File: src/rtl/miriscv_decode_queue_if.sv
`default_nettype none
// ------------------------------------------------------------------
// miriscv_decode_queue_if: fetch/execute handshake bundle. Rev 1.0
// ------------------------------------------------------------------
interface miriscv_decode_queue_if #(
    parameter int ILL_CNT_W = 16
);
    logic                 flush_i;
    logic                 instr_valid_i;
    logic [31:0]          instr_i;
    logic [31:0]          instr_pc_i;
    logic                 instr_ready_o;
    logic                 dec_valid_o;
    logic                 dec_ready_i;
    logic [31:0]          dec_instr_o;
    logic [31:0]          dec_pc_o;
    logic [1:0]           ex_op_a_sel_o;
    logic [2:0]           ex_op_b_sel_o;
    logic [5:0]           alu_op_o;
    logic                 mdu_req_o;
    logic [2:0]           mdu_op_o;
    logic                 mem_req_o;
    logic                 mem_we_o;
    logic [2:0]           mem_size_o;
    logic                 gpr_we_a_o;
    logic [1:0]           wb_src_sel_o;
    logic                 branch_o;
    logic                 jal_o;
    logic                 jalr_o;
    logic                 illegal_instr_o;
    logic [ILL_CNT_W-1:0] ill_cnt_o;

    modport slave (
        input  flush_i, instr_valid_i, instr_i, instr_pc_i, dec_ready_i,
        output instr_ready_o, dec_valid_o, dec_instr_o, dec_pc_o,
               ex_op_a_sel_o, ex_op_b_sel_o, alu_op_o, mdu_req_o, mdu_op_o,
               mem_req_o, mem_we_o, mem_size_o, gpr_we_a_o, wb_src_sel_o,
               branch_o, jal_o, jalr_o, illegal_instr_o, ill_cnt_o
    );

    modport master (
        output flush_i, instr_valid_i, instr_i, instr_pc_i, dec_ready_i,
        input  instr_ready_o, dec_valid_o, dec_instr_o, dec_pc_o,
               ex_op_a_sel_o, ex_op_b_sel_o, alu_op_o, mdu_req_o, mdu_op_o,
               mem_req_o, mem_we_o, mem_size_o, gpr_we_a_o, wb_src_sel_o,
               branch_o, jal_o, jalr_o, illegal_instr_o, ill_cnt_o
    );
endinterface
`default_nettype wire

File: src/rtl/miriscv_decode_queue.sv
`default_nettype none
// ------------------------------------------------------------------
// miriscv_decode_queue: FIFO-buffered RV32I(+M) decode stage. Rev 1.0
// ------------------------------------------------------------------
module miriscv_decode_queue #(
    parameter int DEPTH     = 4,
    parameter int ENABLE_M  = 1,
    parameter int ILL_CNT_W = 16
) (
    input  logic                   clk_i,
    input  logic                   rst_i,
    miriscv_decode_queue_if.slave  bus
);
    localparam int PTR_W = (DEPTH > 1) ? $clog2(DEPTH) : 1;
    localparam int CNT_W = PTR_W + 1;
    localparam logic [CNT_W-1:0] DEPTH_CNT = CNT_W'(DEPTH);

    localparam logic [1:0] OP_A_RS1     = 2'd0;
    localparam logic [1:0] OP_A_CURR_PC = 2'd1;
    localparam logic [1:0] OP_A_ZERO    = 2'd2;
    localparam logic [2:0] OP_B_RS2     = 3'd0;
    localparam logic [2:0] OP_B_IMM_I   = 3'd1;
    localparam logic [2:0] OP_B_IMM_U   = 3'd2;
    localparam logic [2:0] OP_B_IMM_S   = 3'd3;
    localparam logic [2:0] OP_B_INCR    = 3'd4;

    localparam logic [5:0] ALU_ADD  = 6'b011000;
    localparam logic [5:0] ALU_SUB  = 6'b011001;
    localparam logic [5:0] ALU_XOR  = 6'b101111;
    localparam logic [5:0] ALU_OR   = 6'b101110;
    localparam logic [5:0] ALU_AND  = 6'b010101;
    localparam logic [5:0] ALU_SRA  = 6'b100100;
    localparam logic [5:0] ALU_SRL  = 6'b100101;
    localparam logic [5:0] ALU_SLL  = 6'b100111;
    localparam logic [5:0] ALU_LTS  = 6'b000000;
    localparam logic [5:0] ALU_LTU  = 6'b000001;
    localparam logic [5:0] ALU_SLTS = 6'b000010;
    localparam logic [5:0] ALU_SLTU = 6'b000011;
    localparam logic [5:0] ALU_GES  = 6'b001010;
    localparam logic [5:0] ALU_GEU  = 6'b001011;
    localparam logic [5:0] ALU_EQ   = 6'b001100;
    localparam logic [5:0] ALU_NE   = 6'b001101;

    localparam logic [1:0] WB_EX  = 2'd0;
    localparam logic [1:0] WB_LSU = 2'd1;
    localparam logic [1:0] WB_MDU = 2'd2;

    localparam logic [4:0] OPC_LOAD   = 5'b00000;
    localparam logic [4:0] OPC_MISC   = 5'b00011;
    localparam logic [4:0] OPC_OPIMM  = 5'b00100;
    localparam logic [4:0] OPC_AUIPC  = 5'b00101;
    localparam logic [4:0] OPC_STORE  = 5'b01000;
    localparam logic [4:0] OPC_OP     = 5'b01100;
    localparam logic [4:0] OPC_LUI    = 5'b01101;
    localparam logic [4:0] OPC_BRANCH = 5'b11000;
    localparam logic [4:0] OPC_JALR   = 5'b11001;
    localparam logic [4:0] OPC_JAL    = 5'b11011;
    localparam logic [4:0] OPC_SYSTEM = 5'b11100;

    logic [31:0]      mem_instr [DEPTH];
    logic [31:0]      mem_pc    [DEPTH];
    logic [PTR_W-1:0] wr_ptr, rd_ptr;
    logic [CNT_W-1:0] count;

    logic             dec_valid;
    logic [31:0]      dec_instr, dec_pc;
    logic [1:0]       op_a_q, wb_q;
    logic [2:0]       op_b_q, mdu_op_q, mem_size_q;
    logic [5:0]       alu_q;
    logic             mdu_req_q, mem_req_q, mem_we_q, gpr_we_q;
    logic             branch_q, jal_q, jalr_q, illegal_q;
    logic [ILL_CNT_W-1:0] ill_cnt;

    logic        instr_ready, push, pop;
    logic [31:0] head_instr, head_pc;
    logic [2:0]  funct3;
    logic [6:0]  funct7;

    logic [1:0] d_op_a, d_wb;
    logic [2:0] d_op_b, d_mdu_op, d_mem_size;
    logic [5:0] d_alu;
    logic       d_mdu_req, d_mem_req, d_mem_we, d_gpr_we;
    logic       d_branch, d_jal, d_jalr, d_ill;

    assign instr_ready = (count < DEPTH_CNT);
    assign push        = bus.instr_valid_i && instr_ready && !bus.flush_i;
    assign pop         = (count != '0) && (!dec_valid || bus.dec_ready_i);
    assign head_instr  = mem_instr[rd_ptr];
    assign head_pc     = mem_pc[rd_ptr];
    assign funct3      = head_instr[14:12];
    assign funct7      = head_instr[31:25];

    always_comb begin
        d_op_a = OP_A_RS1;  d_op_b = OP_B_RS2;  d_alu = '0;
        d_mdu_req = 1'b0;   d_mdu_op = '0;
        d_mem_req = 1'b0;   d_mem_we = 1'b0;    d_mem_size = '0;
        d_gpr_we = 1'b0;    d_wb = WB_EX;
        d_branch = 1'b0;    d_jal = 1'b0;       d_jalr = 1'b0;
        d_ill = 1'b0;
        if (head_instr[1:0] != 2'b11) begin
            d_ill = 1'b1;
        end else begin
            case (head_instr[6:2])
                OPC_LOAD: begin
                    d_ill      = (funct3 == 3'b011) || (funct3 == 3'b110) || (funct3 == 3'b111);
                    d_op_b     = OP_B_IMM_I;
                    d_alu      = ALU_ADD;
                    d_mem_req  = 1'b1;
                    d_mem_size = funct3;
                    d_gpr_we   = 1'b1;
                    d_wb       = WB_LSU;
                end
                OPC_STORE: begin
                    d_ill      = funct3[2] || (funct3[1:0] == 2'b11);
                    d_op_b     = OP_B_IMM_S;
                    d_alu      = ALU_ADD;
                    d_mem_req  = 1'b1;
                    d_mem_we   = 1'b1;
                    d_mem_size = funct3;
                end
                OPC_OPIMM: begin
                    d_op_b   = OP_B_IMM_I;
                    d_gpr_we = 1'b1;
                    case (funct3)
                        3'b000: d_alu = ALU_ADD;
                        3'b010: d_alu = ALU_SLTS;
                        3'b011: d_alu = ALU_SLTU;
                        3'b100: d_alu = ALU_XOR;
                        3'b110: d_alu = ALU_OR;
                        3'b111: d_alu = ALU_AND;
                        3'b001: begin
                            d_alu = ALU_SLL;
                            d_ill = (funct7 != 7'h00);
                        end
                        default: begin
                            d_alu = funct7[5] ? ALU_SRA : ALU_SRL;
                            d_ill = (funct7 != 7'h00) && (funct7 != 7'h20);
                        end
                    endcase
                end
                OPC_OP: begin
                    d_gpr_we = 1'b1;
                    if (funct7 == 7'h01) begin
                        // MUL/DIV goes to the MDU; the ALU just sees a benign ADD
                        d_ill     = (ENABLE_M == 0);
                        d_alu     = ALU_ADD;
                        d_mdu_req = 1'b1;
                        d_mdu_op  = funct3;
                        d_wb      = WB_MDU;
                    end else if ((funct7 == 7'h00) || (funct7 == 7'h20)) begin
                        d_ill = funct7[5] && (funct3 != 3'b000) && (funct3 != 3'b101);
                        case (funct3)
                            3'b000:  d_alu = funct7[5] ? ALU_SUB : ALU_ADD;
                            3'b001:  d_alu = ALU_SLL;
                            3'b010:  d_alu = ALU_SLTS;
                            3'b011:  d_alu = ALU_SLTU;
                            3'b100:  d_alu = ALU_XOR;
                            3'b101:  d_alu = funct7[5] ? ALU_SRA : ALU_SRL;
                            3'b110:  d_alu = ALU_OR;
                            default: d_alu = ALU_AND;
                        endcase
                    end else begin
                        d_ill = 1'b1;
                    end
                end
                OPC_LUI: begin
                    d_op_a = OP_A_ZERO;  d_op_b = OP_B_IMM_U;
                    d_alu  = ALU_ADD;    d_gpr_we = 1'b1;
                end
                OPC_AUIPC: begin
                    d_op_a = OP_A_CURR_PC;  d_op_b = OP_B_IMM_U;
                    d_alu  = ALU_ADD;       d_gpr_we = 1'b1;
                end
                OPC_JAL: begin
                    d_op_a = OP_A_CURR_PC;  d_op_b = OP_B_INCR;
                    d_alu  = ALU_ADD;       d_gpr_we = 1'b1;  d_jal = 1'b1;
                end
                OPC_JALR: begin
                    d_op_a = OP_A_CURR_PC;  d_op_b = OP_B_INCR;
                    d_alu  = ALU_ADD;       d_gpr_we = 1'b1;  d_jalr = 1'b1;
                    d_ill  = (funct3 != 3'b000);
                end
                OPC_BRANCH: begin
                    d_branch = 1'b1;
                    case (funct3)
                        3'b000:  d_alu = ALU_EQ;
                        3'b001:  d_alu = ALU_NE;
                        3'b100:  d_alu = ALU_LTS;
                        3'b101:  d_alu = ALU_GES;
                        3'b110:  d_alu = ALU_LTU;
                        3'b111:  d_alu = ALU_GEU;
                        default: d_ill = 1'b1;
                    endcase
                end
                OPC_MISC:   d_ill = (funct3 != 3'b000);
                OPC_SYSTEM: d_ill = (head_instr != 32'h0000_0073) && (head_instr != 32'h0010_0073);
                default:    d_ill = 1'b1;
            endcase
        end
        if (d_ill) begin
            d_op_a = '0;  d_op_b = '0;  d_alu = '0;
            d_mdu_req = 1'b0;  d_mdu_op = '0;
            d_mem_req = 1'b0;  d_mem_we = 1'b0;  d_mem_size = '0;
            d_gpr_we = 1'b0;   d_wb = '0;
            d_branch = 1'b0;   d_jal = 1'b0;     d_jalr = 1'b0;
        end
    end

    // Storage carries no reset; count/pointers alone define which entries are live.
    always_ff @(posedge clk_i) begin
        if (push) begin
            mem_instr[wr_ptr] <= bus.instr_i;
            mem_pc[wr_ptr]    <= bus.instr_pc_i;
        end
    end

    always_ff @(posedge clk_i) begin
        if (rst_i) begin
            wr_ptr <= '0;  rd_ptr <= '0;  count <= '0;
            dec_valid <= 1'b0;  dec_instr <= '0;  dec_pc <= '0;
            op_a_q <= '0;  op_b_q <= '0;  alu_q <= '0;
            mdu_req_q <= 1'b0;  mdu_op_q <= '0;
            mem_req_q <= 1'b0;  mem_we_q <= 1'b0;  mem_size_q <= '0;
            gpr_we_q <= 1'b0;   wb_q <= '0;
            branch_q <= 1'b0;   jal_q <= 1'b0;  jalr_q <= 1'b0;
            illegal_q <= 1'b0;  ill_cnt <= '0;
        end else begin
            if (dec_valid && bus.dec_ready_i && illegal_q && (ill_cnt != '1))
                ill_cnt <= ill_cnt + 1'b1;
            if (bus.flush_i) begin
                wr_ptr <= '0;  rd_ptr <= '0;  count <= '0;
                dec_valid <= 1'b0;
            end else begin
                if (push) wr_ptr <= wr_ptr + 1'b1;
                if (pop)  rd_ptr <= rd_ptr + 1'b1;
                if (push && !pop)      count <= count + 1'b1;
                else if (!push && pop) count <= count - 1'b1;
                if (pop) begin
                    dec_valid <= 1'b1;  dec_instr <= head_instr;  dec_pc <= head_pc;
                    op_a_q <= d_op_a;   op_b_q <= d_op_b;  alu_q <= d_alu;
                    mdu_req_q <= d_mdu_req;  mdu_op_q <= d_mdu_op;
                    mem_req_q <= d_mem_req;  mem_we_q <= d_mem_we;  mem_size_q <= d_mem_size;
                    gpr_we_q <= d_gpr_we;    wb_q <= d_wb;
                    branch_q <= d_branch;    jal_q <= d_jal;  jalr_q <= d_jalr;
                    illegal_q <= d_ill;
                end else if (bus.dec_ready_i) begin
                    dec_valid <= 1'b0;
                end
            end
        end
    end

    assign bus.instr_ready_o   = instr_ready;
    assign bus.dec_valid_o     = dec_valid;
    assign bus.dec_instr_o     = dec_instr;
    assign bus.dec_pc_o        = dec_pc;
    assign bus.ex_op_a_sel_o   = op_a_q;
    assign bus.ex_op_b_sel_o   = op_b_q;
    assign bus.alu_op_o        = alu_q;
    assign bus.mdu_req_o       = mdu_req_q;
    assign bus.mdu_op_o        = mdu_op_q;
    assign bus.mem_req_o       = mem_req_q;
    assign bus.mem_we_o        = mem_we_q;
    assign bus.mem_size_o      = mem_size_q;
    assign bus.gpr_we_a_o      = gpr_we_q;
    assign bus.wb_src_sel_o    = wb_q;
    assign bus.branch_o        = branch_q;
    assign bus.jal_o           = jal_q;
    assign bus.jalr_o          = jalr_q;
    assign bus.illegal_instr_o = illegal_q;
    assign bus.ill_cnt_o       = ill_cnt;
endmodule
`default_nettype wire

File: src/flat_wrapper.sv
// flat-port wrapper written by rule: the top's interface ports become plain ports
module miriscv_decode_queue_flat 
#(
    parameter int DEPTH     = 4,
    parameter int ENABLE_M  = 1,
    parameter int ILL_CNT_W = 16
)
  (clk_i, rst_i, bus_flush_i, bus_instr_valid_i, bus_instr_i, bus_instr_pc_i, bus_dec_ready_i, bus_instr_ready_o, bus_dec_valid_o, bus_dec_instr_o, bus_dec_pc_o, bus_ex_op_a_sel_o, bus_ex_op_b_sel_o, bus_alu_op_o, bus_mdu_req_o, bus_mdu_op_o, bus_mem_req_o, bus_mem_we_o, bus_mem_size_o, bus_gpr_we_a_o, bus_wb_src_sel_o, bus_branch_o, bus_jal_o, bus_jalr_o, bus_illegal_instr_o, bus_ill_cnt_o);
  miriscv_decode_queue_if #(.ILL_CNT_W(ILL_CNT_W)) bus_i ();
  input  logic clk_i;
  input  logic rst_i;
  input wire logic [$bits(bus_i.flush_i)-1:0] bus_flush_i;
  input wire logic [$bits(bus_i.instr_valid_i)-1:0] bus_instr_valid_i;
  input wire logic [$bits(bus_i.instr_i)-1:0] bus_instr_i;
  input wire logic [$bits(bus_i.instr_pc_i)-1:0] bus_instr_pc_i;
  input wire logic [$bits(bus_i.dec_ready_i)-1:0] bus_dec_ready_i;
  output wire logic [$bits(bus_i.instr_ready_o)-1:0] bus_instr_ready_o;
  output wire logic [$bits(bus_i.dec_valid_o)-1:0] bus_dec_valid_o;
  output wire logic [$bits(bus_i.dec_instr_o)-1:0] bus_dec_instr_o;
  output wire logic [$bits(bus_i.dec_pc_o)-1:0] bus_dec_pc_o;
  output wire logic [$bits(bus_i.ex_op_a_sel_o)-1:0] bus_ex_op_a_sel_o;
  output wire logic [$bits(bus_i.ex_op_b_sel_o)-1:0] bus_ex_op_b_sel_o;
  output wire logic [$bits(bus_i.alu_op_o)-1:0] bus_alu_op_o;
  output wire logic [$bits(bus_i.mdu_req_o)-1:0] bus_mdu_req_o;
  output wire logic [$bits(bus_i.mdu_op_o)-1:0] bus_mdu_op_o;
  output wire logic [$bits(bus_i.mem_req_o)-1:0] bus_mem_req_o;
  output wire logic [$bits(bus_i.mem_we_o)-1:0] bus_mem_we_o;
  output wire logic [$bits(bus_i.mem_size_o)-1:0] bus_mem_size_o;
  output wire logic [$bits(bus_i.gpr_we_a_o)-1:0] bus_gpr_we_a_o;
  output wire logic [$bits(bus_i.wb_src_sel_o)-1:0] bus_wb_src_sel_o;
  output wire logic [$bits(bus_i.branch_o)-1:0] bus_branch_o;
  output wire logic [$bits(bus_i.jal_o)-1:0] bus_jal_o;
  output wire logic [$bits(bus_i.jalr_o)-1:0] bus_jalr_o;
  output wire logic [$bits(bus_i.illegal_instr_o)-1:0] bus_illegal_instr_o;
  output wire logic [$bits(bus_i.ill_cnt_o)-1:0] bus_ill_cnt_o;
  assign bus_i.flush_i = bus_flush_i;
  assign bus_i.instr_valid_i = bus_instr_valid_i;
  assign bus_i.instr_i = bus_instr_i;
  assign bus_i.instr_pc_i = bus_instr_pc_i;
  assign bus_i.dec_ready_i = bus_dec_ready_i;
  assign bus_instr_ready_o = bus_i.instr_ready_o;
  assign bus_dec_valid_o = bus_i.dec_valid_o;
  assign bus_dec_instr_o = bus_i.dec_instr_o;
  assign bus_dec_pc_o = bus_i.dec_pc_o;
  assign bus_ex_op_a_sel_o = bus_i.ex_op_a_sel_o;
  assign bus_ex_op_b_sel_o = bus_i.ex_op_b_sel_o;
  assign bus_alu_op_o = bus_i.alu_op_o;
  assign bus_mdu_req_o = bus_i.mdu_req_o;
  assign bus_mdu_op_o = bus_i.mdu_op_o;
  assign bus_mem_req_o = bus_i.mem_req_o;
  assign bus_mem_we_o = bus_i.mem_we_o;
  assign bus_mem_size_o = bus_i.mem_size_o;
  assign bus_gpr_we_a_o = bus_i.gpr_we_a_o;
  assign bus_wb_src_sel_o = bus_i.wb_src_sel_o;
  assign bus_branch_o = bus_i.branch_o;
  assign bus_jal_o = bus_i.jal_o;
  assign bus_jalr_o = bus_i.jalr_o;
  assign bus_illegal_instr_o = bus_i.illegal_instr_o;
  assign bus_ill_cnt_o = bus_i.ill_cnt_o;
  miriscv_decode_queue #(.DEPTH(DEPTH), .ENABLE_M(ENABLE_M), .ILL_CNT_W(ILL_CNT_W)) u_core (.clk_i(clk_i), .rst_i(rst_i), .bus(bus_i));
endmodule
File: config.mk
export PLATFORM = sky130hd
export DESIGN_NAME = miriscv_decode_queue_flat
export DESIGN_NICKNAME = d
export VERILOG_FILES = /design/src/rtl/miriscv_decode_queue_if.sv /design/src/rtl/miriscv_decode_queue.sv /design/src/flat_wrapper.sv
export SDC_FILE = /design/constraint.sdc
export NUM_CORES = 1
export LEC_CHECK = 0
export ABC_AREA = 1
export CAP_MARGIN = 20
export CORE_MARGIN = 8
export CORE_UTILIZATION = 40
export CTS_CLUSTER_SIZE = 10
export DETAILED_ROUTE_END_ITERATION = 10
export PLACE_DENSITY = 0.71
export SYNTH_ARGS = -nofsm -noshare
export SYNTH_HDL_FRONTEND = slang
export SYNTH_SLANG_ARGS = --single-unit
File: constraint.sdc
create_clock -name clk_i -period 4.2 [get_ports clk_i]
set_input_delay 0.84 -clock clk_i [delete_from_list [all_inputs] [get_ports clk_i]]
set_output_delay 0.84 -clock clk_i [all_outputs]
set_load 0.05 [all_outputs]
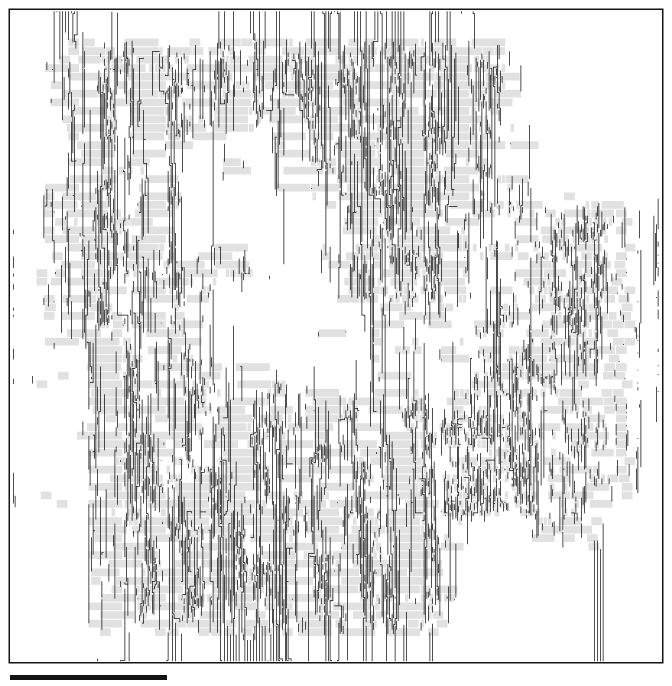
(images/m2.png)
Scale bar: 50 µm. Cells faint in the background.
nets with wire on the layer: 1291
longest straight run: 65.8 µm
share of all routed wire: 49%
main direction: vertical
routed via count: 10600
met2 Use GR: 0.2796
Post-Route WL: 36.20 mm

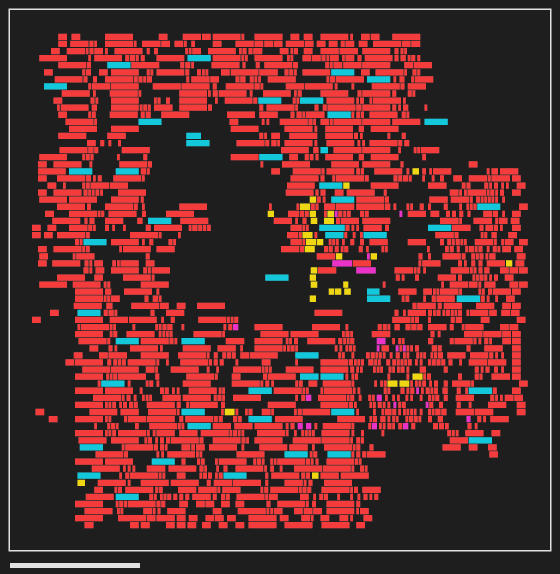
(images/sizing.png)
Scale bar: 50 µm.
[yellow] x3 and x4 | cells: 30 | share: 1.9%
[red] x1 and smaller | cells: 1501 | share: 94%
[cyan] x6 and larger | cells: 50 | share: 3.1%
[magenta] x2 | cells: 20 | share: 1.2%

==> results.yml <==
# generated from flow reports
die:
  dieWidth_um: 207.5
  rows: 70
  die_h_um: 207.5
  die-area_um2: 43070
  core_area_um2: 36350
synth:
  netlist_area_um2: 14670
  synth-async-reset-ratio: 0
  netlist_top_cells_count: "nand2_1, edfxtp_1, nor2_1"
  synth.avg_cell_area_um2: 10.49
  synth_top_cell_by_count: "nand2_1"
  aoi_share: 0.09618
  largest_area_cell: "edfxtp_1"
  ys_sh_simple: 0.1708
  synth-edff-count: 256
  synthCells: 1399
  ys_chip_area_um2: 14670
  synthTopCellsByArea: "edfxtp_1, dfxtp_1, nand2_1"
  yosysTopAreaCellShare: 0.5239
  ys_cells: 1399
pwr:
  powerDensity_nw_per_um2: 522.3
worst_hold_path:
  min_to: "u_core.count[2]"
  hold-path-cell-count: 1
  hp-start: "u_core.count[2]"
place:
  preCtsSetupSlack_ps: 841.6
  place_congestion: 0.8411
  port_buffers: 177
  dpl.cell_count: 1988
run:
  maxCapViolations: 0
cts:
  clockBufferDepth: 3
  cts_setup_buffers: 0
  cts.repair.resized: 0
  root_buffer: "clkbuf_16"
  hold_buffers: 0
  htreeDepth: 2
  clk_pin_slew_worst_paths_ps: 50
sta:
  setup-tns-final_ps: 0
  fin_ws_ps: 1222
  min_period_ps: 2978
  final_max_slew_viol_count: 0
  grt_setup_unrepaired: "no"
  period_used_share: 0.7091
  tightest_slew_ps: 708.2
  setup_viol: 0
layout:
  fin_area_um2: 18180
  area_growth_pct: 23.91
  drive_gt1_frac: 0.06246
  final_cell_mix: "nand2_1, edfxtp_1, nor2_1"
setup_path:
  r2r_end: "u_core.bus.mem_size_o[0]"
  crit_arrival_ps: 3440
  crit_path_end_kind: "flip-flop"
  r2r_cells: 13
  ff2ff_setup_slack_ps: 1220
  cp.required_ps: 4660
  critPathMaxFanout: 63
drt:
  dr.pass1.iters: 7
  wire_per_inst_um: 17.49
  drt-initial-drc-count: 676
  antenna_left: 0
outcome:
  status: "finished clean"
grt:
  grt_pass1_wl_mm: 56.75
  gr-total-overflow: 0
  antenna_found_initial: 2
  grt_max_degree: 109
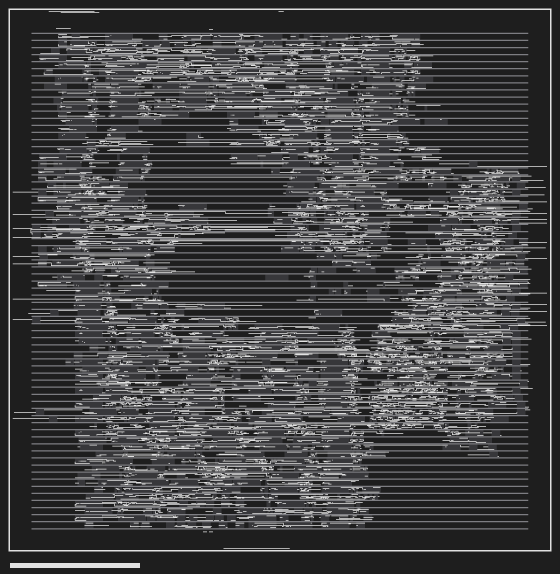
(images/m1.png)
Scale bar: 50 µm. Supply wires on this layer in gray. Cells faint in the background.
main direction: horizontal
share of all routed wire: 43%
longest straight run: 61.2 µm
wire length on this layer: 15500 µm
nets with wire on the layer: 1521

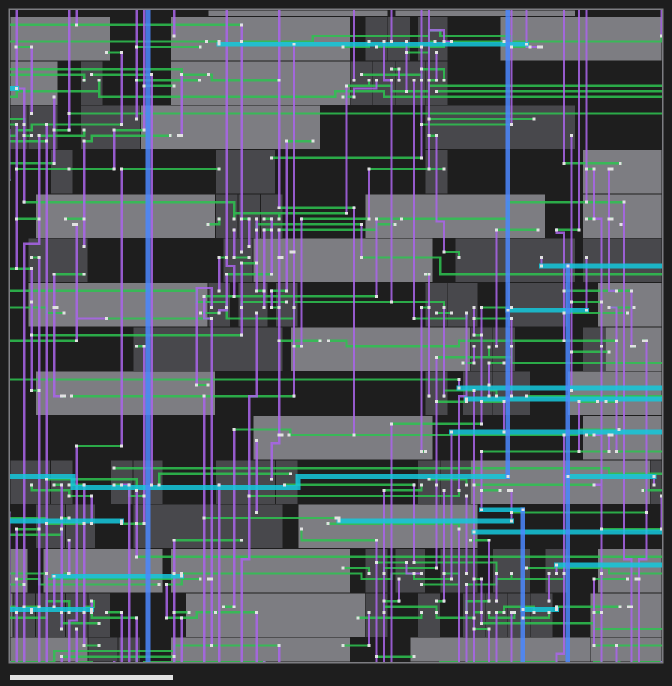
(images/closeup.png)
Scale bar: 10 µm. Window x 84 to 124, y 42 to 82 µm. Cells in gray, sequential cells in the stronger gray; small squares are vias.
[cyan] M3
[green] M1
[purple] M2
[blue] M4
most frequent: nand2_1 (25), edfxtp_1 (18), nand3_1 (11)
sequential cells in the window: 20
netlist names of flops here include: u_core.mem_instr (18), u_core.bus.dec_instr_o (2)
cells with their middle in the window: 83

-- sequential cells by signal (all words and copies together) (netlist names), 3 cells and up, named ones only --
name                      cells
u_core.mem_instr            128
u_core.bus.ill_cnt_o         16
u_core.bus.dec_pc_o          32
u_core.bus.mdu_op_o           3
u_core.mem_pc               128
u_core.bus.alu_op_o           6
u_core.bus.mem_size_o         3
u_core.bus.ex_op_b_sel_o      3
u_core.bus.dec_instr_o       32
u_core.count                  3
-- cell families (layout without fill, tap and decap cells) --
logic type	Yosys count	in the layout
AND-OR/OR-AND	269	269
XOR/XNOR	2	2
adder cells (fa/ha/maj)	7	7
buffers and inverters	142	344
AND/OR/NAND/NOR	606	606
flip-flops	373	373
-- cell type report --
| cell class | instances | area, µm² |
|---|---|---|
| sequential | 373 | 10030 |
| multi-input combinational | 884 | 4068 |
| tap | 468 | 585.6 |
| timing repair buffer | 197 | 1954 |
| fill | 3182 | 18160 |
| clock buffer | 73 | 1220 |
| clock inverter | 6 | 62.56 |
| inverter | 68 | 260.3 |
-- power breakdown --
part / internal (µW) / switching [µW] / leakage [µW] / total [µW]
sequential: 4140 / 112 / 0.00328 / 4260
combinational: 548 / 1320 / 0.00266 / 1860
clock: 1980 / 1390 / 0.000613 / 3380
-- routing by layer --
metal,part of all wire,vias up,GRT usage
li1,-,5173,-
met2,0.49,299,0.2796
met1,0.43,5071,0.2051
met5,0.00075,-,0
met3,0.066,49,0.04091
met4,0.016,4,0.04141
-- critical path: stages, from the launching register on --
cell and delay [ps]:
dfxtp_2 350, buf_4 530, nand2_1 110, nand3_1 110, nand2_1 100, nor2_4 310
nand3_1 120, nor2_1 220, nand2_1 90, nand2_1 60, nand2_1 70, nor2_4 300
nand4_1 280, a21oi_1 220
Power figures rest on the tool's default switching activity, not on a simulated workload.
